[src/rtl/bodydrums_pkg.sv]
// Shared bodydrums definitions: sequencer states, RAM read tag format and song-region defaults.
package bodydrums_pkg;

  localparam int unsigned SONG_SEL_W     = 4;
  localparam int unsigned SONG_SHIFT_DEF = 15;
  localparam int unsigned MEM_LAT_DEF    = 2;

  typedef enum logic [1:0] {
    IDLE   = 2'd0,
    RUN    = 2'd1,
    PAUSED = 2'd2,
    DONE   = 2'd3
  } seq_state_e;

  typedef struct packed {
    logic valid;
    logic is_gfx;
  } mem_tag_t;

  localparam int unsigned TAG_W = $bits(mem_tag_t);

endpackage

[src/rtl/song_mem_sequencer_if.sv]
// Sequencer signal bundle: central FSM controls, audio sample stream, graphics reads and RAM port.
interface song_mem_sequencer_if #(
  parameter int unsigned ADDR_W = 19,
  parameter int unsigned DATA_W = 8
);
  import bodydrums_pkg::*;

  logic                  start_song;
  logic                  pause_song;
  logic                  record_mode;
  logic [SONG_SEL_W-1:0] song_choice;
  logic                  sample_tick;
  logic [DATA_W-1:0]     rec_sample;
  logic [DATA_W-1:0]     play_sample;
  logic                  play_valid;
  logic                  gfx_req;
  logic [ADDR_W-1:0]     gfx_addr;
  logic [DATA_W-1:0]     gfx_data;
  logic                  gfx_ack;
  logic [ADDR_W-1:0]     mem_addr;
  logic                  mem_we;
  logic [DATA_W-1:0]     mem_wdata;
  logic [DATA_W-1:0]     mem_rdata;
  logic                  song_done;

  // master is the surrounding system (FSM, codec, graphics, RAM); slave is the sequencer
  modport master (
    output start_song, pause_song, record_mode, song_choice, sample_tick, rec_sample,
           gfx_req, gfx_addr, mem_rdata,
    input  play_sample, play_valid, gfx_data, gfx_ack, mem_addr, mem_we, mem_wdata, song_done
  );

  modport slave (
    input  start_song, pause_song, record_mode, song_choice, sample_tick, rec_sample,
           gfx_req, gfx_addr, mem_rdata,
    output play_sample, play_valid, gfx_data, gfx_ack, mem_addr, mem_we, mem_wdata, song_done
  );

endinterface

[src/rtl/mem_tag_pipe.sv]
// DEPTH-stage shift register of RAM read tags; the output stage marks a read whose data is on mem_rdata.
module mem_tag_pipe
  import bodydrums_pkg::*;
#(
  parameter int unsigned DEPTH = MEM_LAT_DEF
) (
  input  logic     clk,
  input  logic     clr,
  input  mem_tag_t tag_in,
  output mem_tag_t tag_out
);

  mem_tag_t [DEPTH-1:0] stage;

  always_ff @(posedge clk) begin
    if (clr) begin
      stage <= '0;
    end else begin
      stage[0] <= tag_in;
      for (int i = 1; i < int'(DEPTH); i++) begin
        stage[i] <= stage[i-1];
      end
    end
  end

  assign tag_out = stage[DEPTH-1];

endmodule

[src/rtl/song_mem_sequencer.sv]
// Shares one pipelined sample-RAM port between the audio stream (one access per sample tick)
// and graphics waveform reads, tracking song position within the selected region.
module song_mem_sequencer
  import bodydrums_pkg::*;
#(
  parameter int unsigned ADDR_W     = 19,
  parameter int unsigned DATA_W     = 8,
  parameter int unsigned SONG_SHIFT = SONG_SHIFT_DEF,
  parameter int unsigned MEM_LAT    = MEM_LAT_DEF
) (
  input logic                 clk,
  input logic                 reset,
  song_mem_sequencer_if.slave bus
);

  seq_state_e            state;
  seq_state_e            state_d;
  logic                  mode;
  logic [SONG_SEL_W-1:0] base;
  logic [SONG_SHIFT-1:0] offset;
  logic                  aud_pend;
  logic                  gfx_busy;
  logic                  iss_rd;
  logic                  iss_gfx;
  logic                  take_audio;
  logic                  take_gfx;
  logic                  last_sample;
  mem_tag_t              issue_tag;
  mem_tag_t              done_tag;

  assign last_sample = &offset;

  always_ff @(posedge clk) begin
    if (reset) begin
      state <= IDLE;
    end else begin
      state <= state_d;
    end
  end

  // aud_pend marks the cycle the accepted sample is on the bus, so a tick during it is an overrun
  always_comb begin
    state_d    = state;
    take_audio = 1'b0;
    if (bus.start_song) begin
      state_d = bus.pause_song ? PAUSED : RUN;
    end else begin
      case (state)
        RUN: begin
          if (bus.pause_song) begin
            state_d = PAUSED;
          end else if (bus.sample_tick && !aud_pend) begin
            take_audio = 1'b1;
            if (last_sample) state_d = DONE;
          end
        end
        PAUSED: begin
          if (!bus.pause_song) state_d = RUN;
        end
        default: begin
        end
      endcase
    end
    // no re-issue in the ack cycle: the requester may still be holding gfx_req then
    take_gfx = !take_audio && bus.gfx_req && !gfx_busy && !bus.gfx_ack;
  end

  always_ff @(posedge clk) begin
    if (reset) begin
      mode            <= 1'b0;
      base            <= '0;
      offset          <= '0;
      aud_pend        <= 1'b0;
      gfx_busy        <= 1'b0;
      iss_rd          <= 1'b0;
      iss_gfx         <= 1'b0;
      bus.mem_addr    <= '0;
      bus.mem_we      <= 1'b0;
      bus.mem_wdata   <= '0;
      bus.play_sample <= '0;
      bus.play_valid  <= 1'b0;
      bus.gfx_data    <= '0;
      bus.gfx_ack     <= 1'b0;
      bus.song_done   <= 1'b0;
    end else begin
      aud_pend       <= take_audio;
      iss_rd         <= 1'b0;
      iss_gfx        <= 1'b0;
      bus.mem_we     <= 1'b0;
      bus.play_valid <= 1'b0;
      bus.gfx_ack    <= 1'b0;

      if (bus.start_song) begin
        mode          <= bus.record_mode;
        base          <= bus.song_choice;
        offset        <= '0;
        bus.song_done <= 1'b0;
      end

      if (done_tag.valid) begin
        if (done_tag.is_gfx) begin
          bus.gfx_data <= DATA_W'(bus.mem_rdata);
          bus.gfx_ack  <= 1'b1;
          gfx_busy     <= 1'b0;
        end else begin
          bus.play_sample <= DATA_W'(bus.mem_rdata);
          bus.play_valid  <= 1'b1;
        end
      end

      if (take_audio) begin
        bus.mem_addr  <= ADDR_W'({base, offset});
        bus.mem_we    <= mode;
        bus.mem_wdata <= DATA_W'(bus.rec_sample);
        offset        <= offset + SONG_SHIFT'(1);
        iss_rd        <= !mode;
        if (last_sample) bus.song_done <= 1'b1;
      end else if (take_gfx) begin
        bus.mem_addr <= bus.gfx_addr;
        iss_rd       <= 1'b1;
        iss_gfx      <= 1'b1;
        gfx_busy     <= 1'b1;
      end
    end
  end

  assign issue_tag = '{valid: iss_rd, is_gfx: iss_gfx};

  mem_tag_pipe #(
    .DEPTH (MEM_LAT)
  ) u_tag_pipe (
    .clk     (clk),
    .clr     (reset),
    .tag_in  (issue_tag),
    .tag_out (done_tag)
  );

endmodule

[src/flat_wrapper.sv]
// flat-port wrapper written by rule: the top's interface ports become plain ports
module song_mem_sequencer_flat import bodydrums_pkg::*;
#(
  parameter int unsigned ADDR_W     = 19,
  parameter int unsigned DATA_W     = 8,
  parameter int unsigned SONG_SHIFT = SONG_SHIFT_DEF,
  parameter int unsigned MEM_LAT    = MEM_LAT_DEF
)
  (clk, reset, bus_start_song, bus_pause_song, bus_record_mode, bus_song_choice, bus_sample_tick, bus_rec_sample, bus_gfx_req, bus_gfx_addr, bus_mem_rdata, bus_play_sample, bus_play_valid, bus_gfx_data, bus_gfx_ack, bus_mem_addr, bus_mem_we, bus_mem_wdata, bus_song_done);
  song_mem_sequencer_if #(.ADDR_W(ADDR_W), .DATA_W(DATA_W)) bus_i ();
  input logic clk;
  input logic reset;
  input wire logic [$bits(bus_i.start_song)-1:0] bus_start_song;
  input wire logic [$bits(bus_i.pause_song)-1:0] bus_pause_song;
  input wire logic [$bits(bus_i.record_mode)-1:0] bus_record_mode;
  input wire logic [$bits(bus_i.song_choice)-1:0] bus_song_choice;
  input wire logic [$bits(bus_i.sample_tick)-1:0] bus_sample_tick;
  input wire logic [$bits(bus_i.rec_sample)-1:0] bus_rec_sample;
  input wire logic [$bits(bus_i.gfx_req)-1:0] bus_gfx_req;
  input wire logic [$bits(bus_i.gfx_addr)-1:0] bus_gfx_addr;
  input wire logic [$bits(bus_i.mem_rdata)-1:0] bus_mem_rdata;
  output wire logic [$bits(bus_i.play_sample)-1:0] bus_play_sample;
  output wire logic [$bits(bus_i.play_valid)-1:0] bus_play_valid;
  output wire logic [$bits(bus_i.gfx_data)-1:0] bus_gfx_data;
  output wire logic [$bits(bus_i.gfx_ack)-1:0] bus_gfx_ack;
  output wire logic [$bits(bus_i.mem_addr)-1:0] bus_mem_addr;
  output wire logic [$bits(bus_i.mem_we)-1:0] bus_mem_we;
  output wire logic [$bits(bus_i.mem_wdata)-1:0] bus_mem_wdata;
  output wire logic [$bits(bus_i.song_done)-1:0] bus_song_done;
  assign bus_i.start_song = bus_start_song;
  assign bus_i.pause_song = bus_pause_song;
  assign bus_i.record_mode = bus_record_mode;
  assign bus_i.song_choice = bus_song_choice;
  assign bus_i.sample_tick = bus_sample_tick;
  assign bus_i.rec_sample = bus_rec_sample;
  assign bus_i.gfx_req = bus_gfx_req;
  assign bus_i.gfx_addr = bus_gfx_addr;
  assign bus_i.mem_rdata = bus_mem_rdata;
  assign bus_play_sample = bus_i.play_sample;
  assign bus_play_valid = bus_i.play_valid;
  assign bus_gfx_data = bus_i.gfx_data;
  assign bus_gfx_ack = bus_i.gfx_ack;
  assign bus_mem_addr = bus_i.mem_addr;
  assign bus_mem_we = bus_i.mem_we;
  assign bus_mem_wdata = bus_i.mem_wdata;
  assign bus_song_done = bus_i.song_done;
  song_mem_sequencer #(.ADDR_W(ADDR_W), .DATA_W(DATA_W), .SONG_SHIFT(SONG_SHIFT), .MEM_LAT(MEM_LAT)) u_core (.clk(clk), .reset(reset), .bus(bus_i));
endmodule
[config.mk]
export PLATFORM = sky130hd
export DESIGN_NAME = song_mem_sequencer_flat
export DESIGN_NICKNAME = d
export VERILOG_FILES = /design/src/rtl/bodydrums_pkg.sv /design/src/rtl/song_mem_sequencer_if.sv /design/src/rtl/mem_tag_pipe.sv /design/src/rtl/song_mem_sequencer.sv /design/src/flat_wrapper.sv
export SDC_FILE = /design/constraint.sdc
export NUM_CORES = 1
export LEC_CHECK = 0
export ABC_AREA = 1
export CAP_MARGIN = 20
export CORE_UTILIZATION = 47
export DETAILED_ROUTE_END_ITERATION = 6
export PLACE_DENSITY = 0.84
export REMOVE_ABC_BUFFERS = 1
export SYNTH_ARGS = -nofsm -noshare
export SYNTH_HDL_FRONTEND = slang
export SYNTH_SLANG_ARGS = --single-unit
[constraint.sdc]
create_clock -name clk -period 1.65 [get_ports clk]
set_input_delay 0.33 -clock clk [delete_from_list [all_inputs] [get_ports clk]]
set_output_delay 0.33 -clock clk [all_outputs]
set_load 0.005 [all_outputs]
### Signal wires on met4

The bar under the picture is 20 µm long.
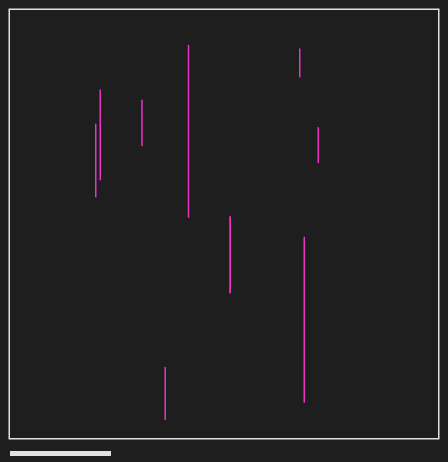
longest straight run: 34.0 µm
main direction: vertical
nets with wire on the layer: 6

### Clock routing

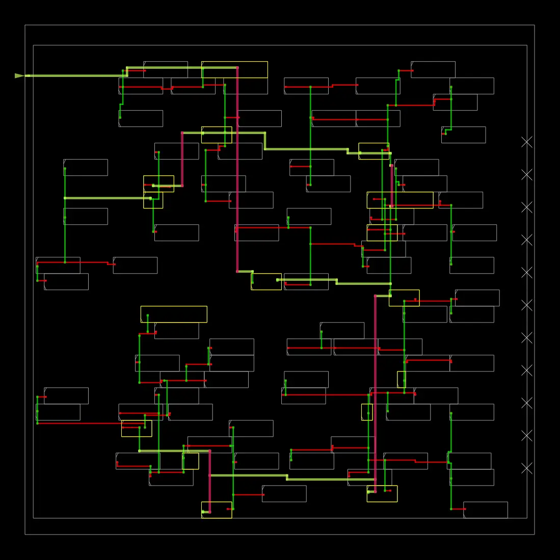
CTS buffer count: 9
Flops: 77
Late-Pin Clk Latency: 0.36 ns
clock skew: 0.0101 ns
CTS Sinks: 77

### Sizing map

The bar under the picture is 20 µm long.
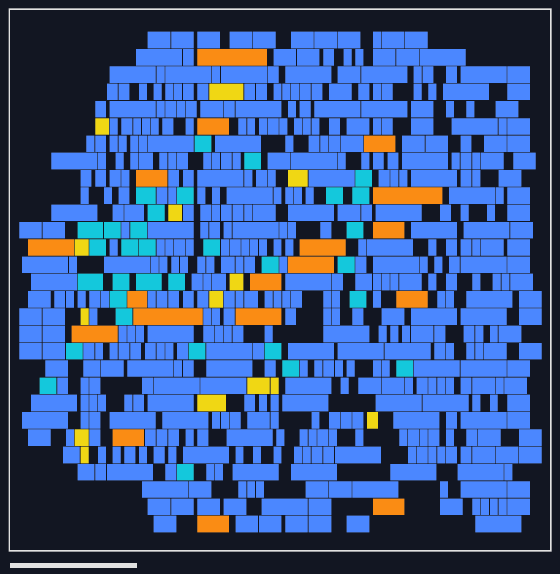
| colour | size | cells | share |
|---|---|---|---|
| yellow | x2 | 14 | 2.5% |
| cyan | x3 and x4 | 32 | 5.6% |
| orange | x6 and larger | 18 | 3.2% |
| blue | x1 and smaller | 504 | 89% |

### Clock distribution

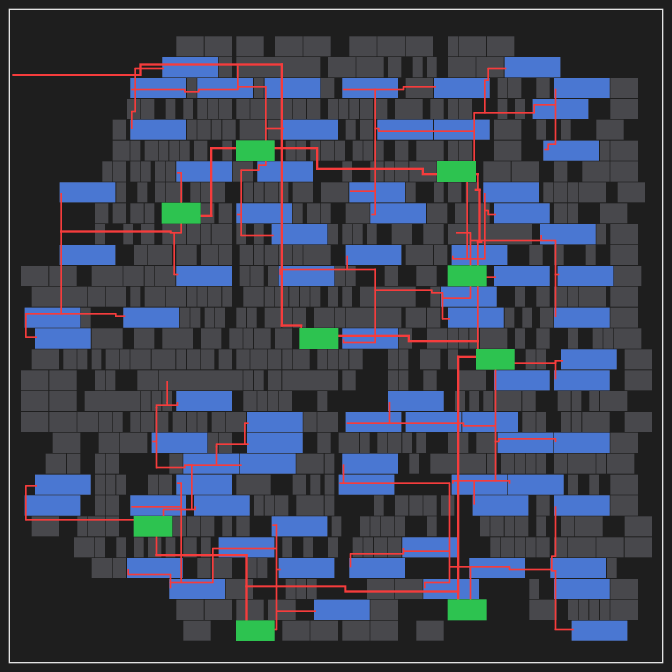
[blue] flip-flops | count: 77
[red] clock wires | length: 887 µm
[green] clock-net drivers | count: 9
routed clock nets: 10

==> results.ini <==
[run_status]
status = finished with violations
violations = design-rule violations

[clock_network]
clock_path_buffers = 2
holdBufCountCts = 0

[final_layout]
inv_count = 47
comb_share_pct = 30.2
most-common-layout-cells = 101 x nand2_1, 92 x clkdlybuf4s50_1, 77 x dfxtp_1
fin_cells = 645
signal_buffers = 123
design_area_mm2 = 0.00467
num_antenna_cells = 0

[pwr]
top_power_group = registers
powerDensity_mw_per_mm2 = 889
power_mw = 4.15
p_int_mw = 3.20
comb_power_uw = 500
irDropWorstVdd_mv = 0.468
pg_clk_mw = 1.69

[sta]
maxSlewHeadroom_pct = 74.3
maxSlewViolCount = 0
hold_violations = 0

[synth]
synth_area_per_cell_um2 = 7.22
syn-cell-area_mm2 = 0.00324

[drt]
drc = 11
drtIter0Drc = 235
antenna_left = 0
wl_per_cell_um = 13.7

[worst_setup_path]
cp_slowest_stage_delay_ns = 0.52
critPathLaunch = u_core.bus.mem_addr[0]$_SDFFE_PP0P_
critPathCaptureType = primary output

[global_routing]
grt_pass1_wl_um = 14300
grt_overflow = 0
grt_max_degree = 30

[die]
die_h_um = 85.0
rows = 29
pin_count = 93

[placement]
routabilityCongestion = 0.952
place_area_mm2 = 0.00442
hpwl_um = 6520

[hold_path]
hold_class = reg2reg

-- flip-flops by register name, summed over array words and instances (netlist names), 2 cells and up --
name                       cells
u_core.bus.mem_addr           19
u_core.offset                 15
u_core.bus.gfx_data            8
u_core.bus.mem_wdata           8
u_core.bus.play_sample         8
u_core.base                    4
u_core.state                   2
u_core.u_tag_pipe.stage        2
u_core.u_tag_pipe.tag_out      2
-- synth_stat cells, types with 2 or more instances --
cell type,n,area (µm²)
nand2_1,101,379
dfxtp_1,77,1540
nand3_1,68,340
nor2_1,64,240
inv_1,40,150
o21ai_0,31,155
a21oi_1,13,65.1
clkbuf_1,9,33.8
nor3_1,7,35.0
buf_2,5,25.0
buf_6,4,45.0
nand4_1,4,25.0
clkinv_1,3,11.3
inv_2,3,11.3
nor2_4,3,33.8
o211ai_1,3,22.5
nand2_2,2,12.5
-- logic make-up after synthesis --
family                   count (synthesis)  synth area share [%]
AND/OR/NAND/NOR                        253                  34.3
buffers and inverters                   66                  9.05
flip-flops                              77                  47.6
adder cells (fa/ha/maj)                  1                 0.387
XOR/XNOR                                 1                 0.271
AND-OR/OR-AND                           50                  8.39
-- routing by layer --
metal	vias to the layer above	wire length (µm)	global-route usage, %	share of wire [%]
met1	1590	3670	29.6	41
met2	140	4410	45.2	50
li1	1662	-	-	-
met3	21	643	6.13	7.3
met5	-	0	0	0
met4	0	144	10.0	1.6
-- final timing paths --
check	endpoint	slack, ns	cells past startpoint
max reg2reg	u_core.state[0]$_SDFFE_PP0P_	0.14	9
min reg2reg	u_core.u_tag_pipe.tag_out[0]$_SDFF_PP0_	0.40	2
min	u_core.u_tag_pipe.tag_out[0]$_SDFF_PP0_	0.40	2
max	bus_mem_addr[0]	0.08	1
-- timing repair --
action,CTS,global route
endpoints found under the hold margin,0,0
setup endpoints to repair,0,5
resized,0,4
